### Track usage over the die, run 1

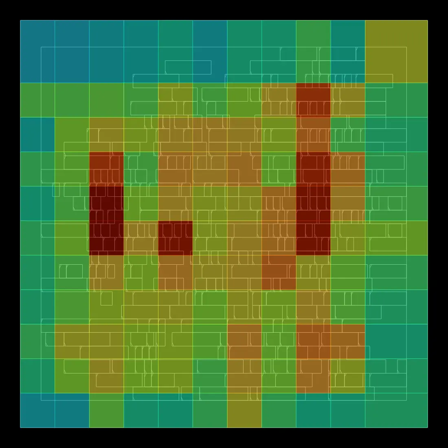
### Register map, names as in the netlist, run 1

Other sequential cells in the stronger grey, the rest of the logic in the fainter grey.
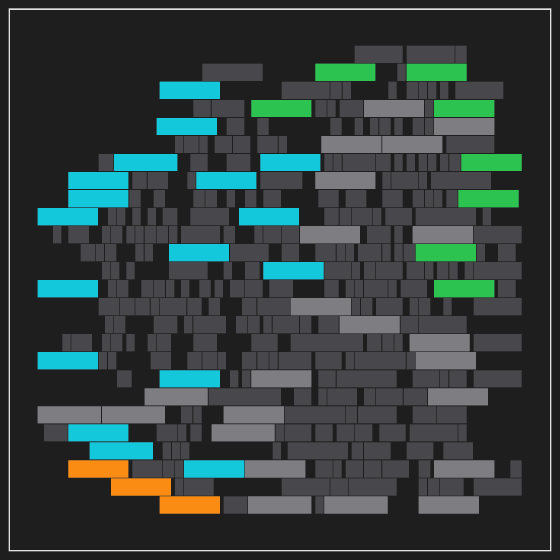
### Clock network drawn from the DEF, run 1

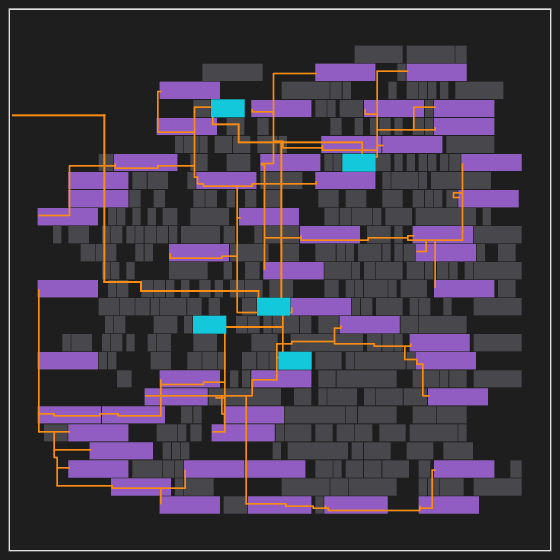
Design ps2_byte_receiver, sky130hd; sources not shown.
==> Changelog: implementation, run 1 <==
## Implementation

* Run status: finished with violations
* Failing checks: negative setup slack
* Final Worst Setup Slack at -0.256 ns
* Achievable frequency at approximately 630 MHz
* Warnings from Yosys at 0
* Power Density at slightly above 900 nW/um^2
* Clock root buffer: sky130_fd_sc_hd__clkbuf_8
* Final antenna-violating net count at 0
* Placement-stage cell area at 2890 um^2
* Endpoints failing setup at 8
* Total number of vias at 1982
* Yosys synthesis chip area at around 2400 um^2
* Netlist area before placement at 2430 um^2
* Number of pins with negative max-slew slack in the final report at 0
* Dpl ws at -0.0498 ns
* Average instance area after synthesis at 8.94 um^2
* Clock-pin slew of the registers on the worst-case setup and hold paths at between 0.1 and 0.15 ns
* Critical path depth in cells at 4
* Antenna diodes at 0
* Max transition margin at 82.0%
* Total number of clock tree sinks at between 50 and 60
* Net Count, Synth at ~290
* Measured slew at the worst slew-check pin at around 0.27 ns
* Routed metal-1 wirelength at between 2000 and 2500 um
* Worst Hold Slack at about 0.06 ns
* Crit path max fanout at 2
* H-Tree Depth at 2
* Final Hold Violating Endpoints at 0
## Picture notes: 'Track usage over the die'
post-DR wirelength/cell: 13.8 um
fraction of the core area covered by cells at the end of the flow: 67.4%
total routing usage reported by global routing: 15.3%

## Picture notes: 'Register map, names as in the netlist'
colour	signal	placed flops
orange	u_clk_filter.r_cnt	3
cyan	r_to_cnt	17
green	received_data	8
not coloured	23
Power Sequential: 0.00166 W
fraction of area in registers: 36.9%
area of all sequential standard cells: 1290 um^2

## Picture notes: 'Clock network drawn from the DEF'
[cyan] cells driving clock nets | count: 5
[orange] clock wires | length: 666 um
[purple] flip-flops | count: 51
flops lie	spread over the die
routed clock nets	6
clock network fraction of total power: 41.1%
insertion delay to the later sink of the worst-skew pair: 0.31 ns
Worst Skew: 0.0162 ns
power attributed to the clock group: 0.00131 W

[run 1: synth_stat cells (all sizes together)]
cell / n
nor4: 1
nand4: 2
dfstp: 5
dfrtp: 46
nand2: 63
nand3: 20
and3: 1
clkinv: 1
ha: 9
mux2i: 1
nor3: 11
inv: 32
xor2: 5
o21ai: 29
a21oi: 5
a31oi: 1
nor2: 31
xnor2: 5
buf: 4
[run 1: metal layers]
metal	vias to the layer above	track usage, %
met3	8	2.96
met1	974	18.7
met4	0	5.91
met5	-	0
li1	975	-
met2	25	26.7
[run 1: power breakdown]
group	switching, W	leakage (nW)	internal (W)
sequential	0.0000266	0.688	0.00163
combinational	0.000126	0.818	0.0000935
clock	0.000552	0.0644	0.000756
total	0.000704	1.57	0.00248
[run 1: cells in the final DEF, fill, tap and decap left out, drive strengths merged, types with 2 or more instances in the layout]
cell,count
a21oi,5
buf,44
bufinv,2
clkbuf,8
clkdlybuf4s50,2
clkinvlp,2
dfrtp,46
dfstp,5
ha,9
inv,31
nand2,63
nand3,20
nand4,2
nor2,31
nor3,11
o21ai,29
xnor2,5
xor2,5
[run 1: cells by family after synthesis]
family | count (synthesis) | share of synthesized area [%]
mux | 1 | 0.412
compound gates | 35 | 7.41
xor+xnor | 10 | 3.60
buf+inv | 37 | 6.33
fa+ha+maj | 9 | 4.63
flops | 51 | 52.8
simple gates | 129 | 24.9
[run 1: layout make-up]
cell class,count,area [um^2],share of cell area (%)
clock inverter,3,67.6,1.94
timing repair buffer,49,619,17.8
clock buffer,5,68.8,1.97
sequential,51,1290,36.9
tap,70,87.6,2.51
multi-input combinational,184,1230,35.2
inverter,33,131,3.77
[run 1: timing repair]
action	4_1_cts	5_1_grt
pin swaps	4	14
gates resized	18	61
cloned	1	3
endpoints found under the setup margin	9	47
hold buffers	0	0
setup buffers	5	15
### Port wiring, run 1

The bar under the picture is 20 um long.
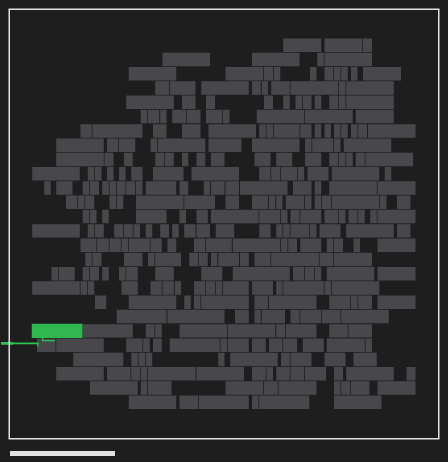

--- run 2 (diff from run 1) ---
--- a/config.mk
+++ b/config.mk
@@ -7,10 +7,12 @@
 export LEC_CHECK = 0
 export ABC_AREA = 1
 export CAP_MARGIN = 20
-export CORE_MARGIN = 4
+export CORE_MARGIN = 2
 export CORE_UTILIZATION = 45
 export DETAILED_ROUTE_END_ITERATION = 6
 export PLACE_DENSITY = 0.66
+export RECOVER_POWER = 50
 export SYNTH_ARGS = -nofsm -noshare
 export SYNTH_HDL_FRONTEND = slang
+export SYNTH_HIERARCHICAL = 1
 export SYNTH_SLANG_ARGS = --single-unit
### Port wiring, run 2

The bar under the picture is 20 um long.
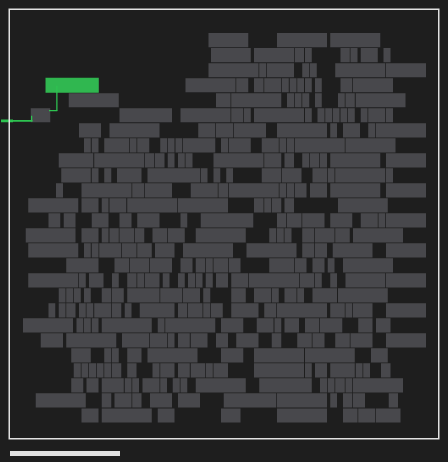
colour	port	direction	end cells	buffers	wire
green	PS2_CLK	input	1	1	10.1 um
quantity of I/O buffers inserted on ports: 15
I/O pin count: 16

==> Changelog: implementation, run 2 <==
## Implementation

* Run status: finished with violations
* Failing checks: negative setup slack
* Total number of vias at 2070 (+4.4%)
* Dominant register cell in the synthesized netlist: sky130_fd_sc_hd__dfrtp_1
* Yosys synthesis chip area at 2430 um^2 (+0.15%)
* Dpl ws at -0.147 ns (-0.0968 ns)
* Number of pins with negative max-slew slack in the final report at 0 (unchanged)
* Insertion delay to the later sink of the worst-skew pair at 0.31 ns (about the same)
* Area share of xor/xnor cells in the synthesized design at 1.08% (-2.5 points)
* Most used standard cells in the synthesized netlist: sky130_fd_sc_hd__nand2_1 (79), sky130_fd_sc_hd__dfrtp_1 (46), sky130_fd_sc_hd__inv_1 (37)
* Placement-stage cell area at 2980 um^2 (+3.4%)
* H-Tree Depth at 2 (unchanged)
* MI comb area at 1300 um^2 (+5.7%)
* Clock-pin slew of the registers on the worst-case setup and hold paths at 0.09 ns (-0.02 ns)
* Biggest combinational cell group after synthesis: simple AND/OR/NAND/NOR gates
* Switch Pwr at 0.000684 W (-2.9%)
* Endpoints failing setup at 28 (+20)
* Power Density at 780 nW/um^2 (-15%)
* Crit path max fanout at 2 (unchanged)
* Post-DR wirelength/cell at 13.1 um (-4.9%)
* Final Worst Setup Slack at -0.270 ns (-0.0133 ns)
* Power share of the sequential group at 60.0% (+8.0 points)
* Total routing usage reported by global routing at 17.0% (+1.7 points)
* Measured slew at the worst slew-check pin at 1.11 ns (+0.840 ns)
* Clock network fraction of total power at 32.4% (-8.7 points)
* Warnings from Yosys at 6 (+6)
* Aoi share at 9.66% (+2.2 points)
* Synth mux share at 0% (-0.41 points)
### Track usage over the die, run 2

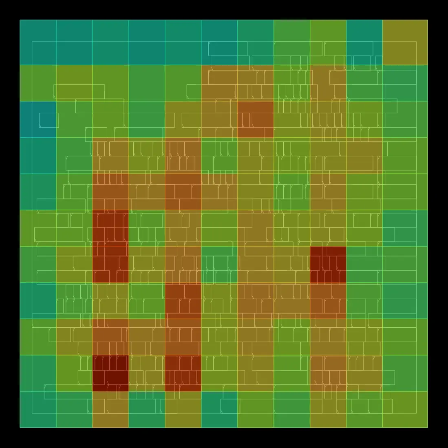
fraction of the core area covered by cells at the end of the flow: 68.6%
met3 usage: 3.72%
met2 track demand over resource in global routing: 28.1%
met1 Resource Use GR: 22.1%
GRT busiest layer: met2

[run 2: cell types whose count changed after synthesis, moves of 3 or more]
cell	delta
sky130_fd_sc_hd__a21oi_1	+6
sky130_fd_sc_hd__inv_1	+9
sky130_fd_sc_hd__inv_2	-3
sky130_fd_sc_hd__nand2_1	+18
sky130_fd_sc_hd__o21ai_0	-5
sky130_fd_sc_hd__o21ai_1	-4
sky130_fd_sc_hd__o21ai_2	+8
sky130_fd_sc_hd__xnor2_1	-4
sky130_fd_sc_hd__xor2_1	-3
[run 2: what timing repair did]
item                                    CTS  global route
resized                                  20            80
endpoints found under the setup margin   15            47
pin swaps                                 9            18
gates cloned                              0             3
setup buffers                             9             7
[run 2: worst max-delay path: cells and delay by family (launching register included)]
kind	cells	cell delay, ns
flops	1	0.40
fa+ha+maj	1	0.15
buf+inv	3	0.35
[run 2: layer usage]
metal	vias to the layer above	wire [um]	global-route usage [%]
met4	0	80	6.25
met2	39	2830	28.1
met5	-	0	0
met3	8	174	3.72
li1	1024	-	-
met1	999	2340	22.1
[run 2: power groups by stage]
stage | Sequential (W) | Combinational [W] | Clock, W
6_report | 0.00166 | 0.000210 | 0.000898
5_1_grt | 0.00167 | 0.000248 | 0.000989
4_1_cts | 0.00166 | 0.000198 | 0.000935
3_5_place_dp | 0.00169 | 0.000190 | 0
3_3_place_gp | 0.00169 | 0.000186 | 0
2_1_floorplan | 0.00169 | 0.000115 | 0
[run 2: final cells by class]
class	instances	area share (%)
clock buffers	5	1.94
clock inverters	3	0.564
inverters	39	4.37
multi-input cells	194	36.6
flip-flops and latches	51	36.2
well taps	70	2.47
repair buffers	51	17.9
Power and IR drop assume default switching activity.
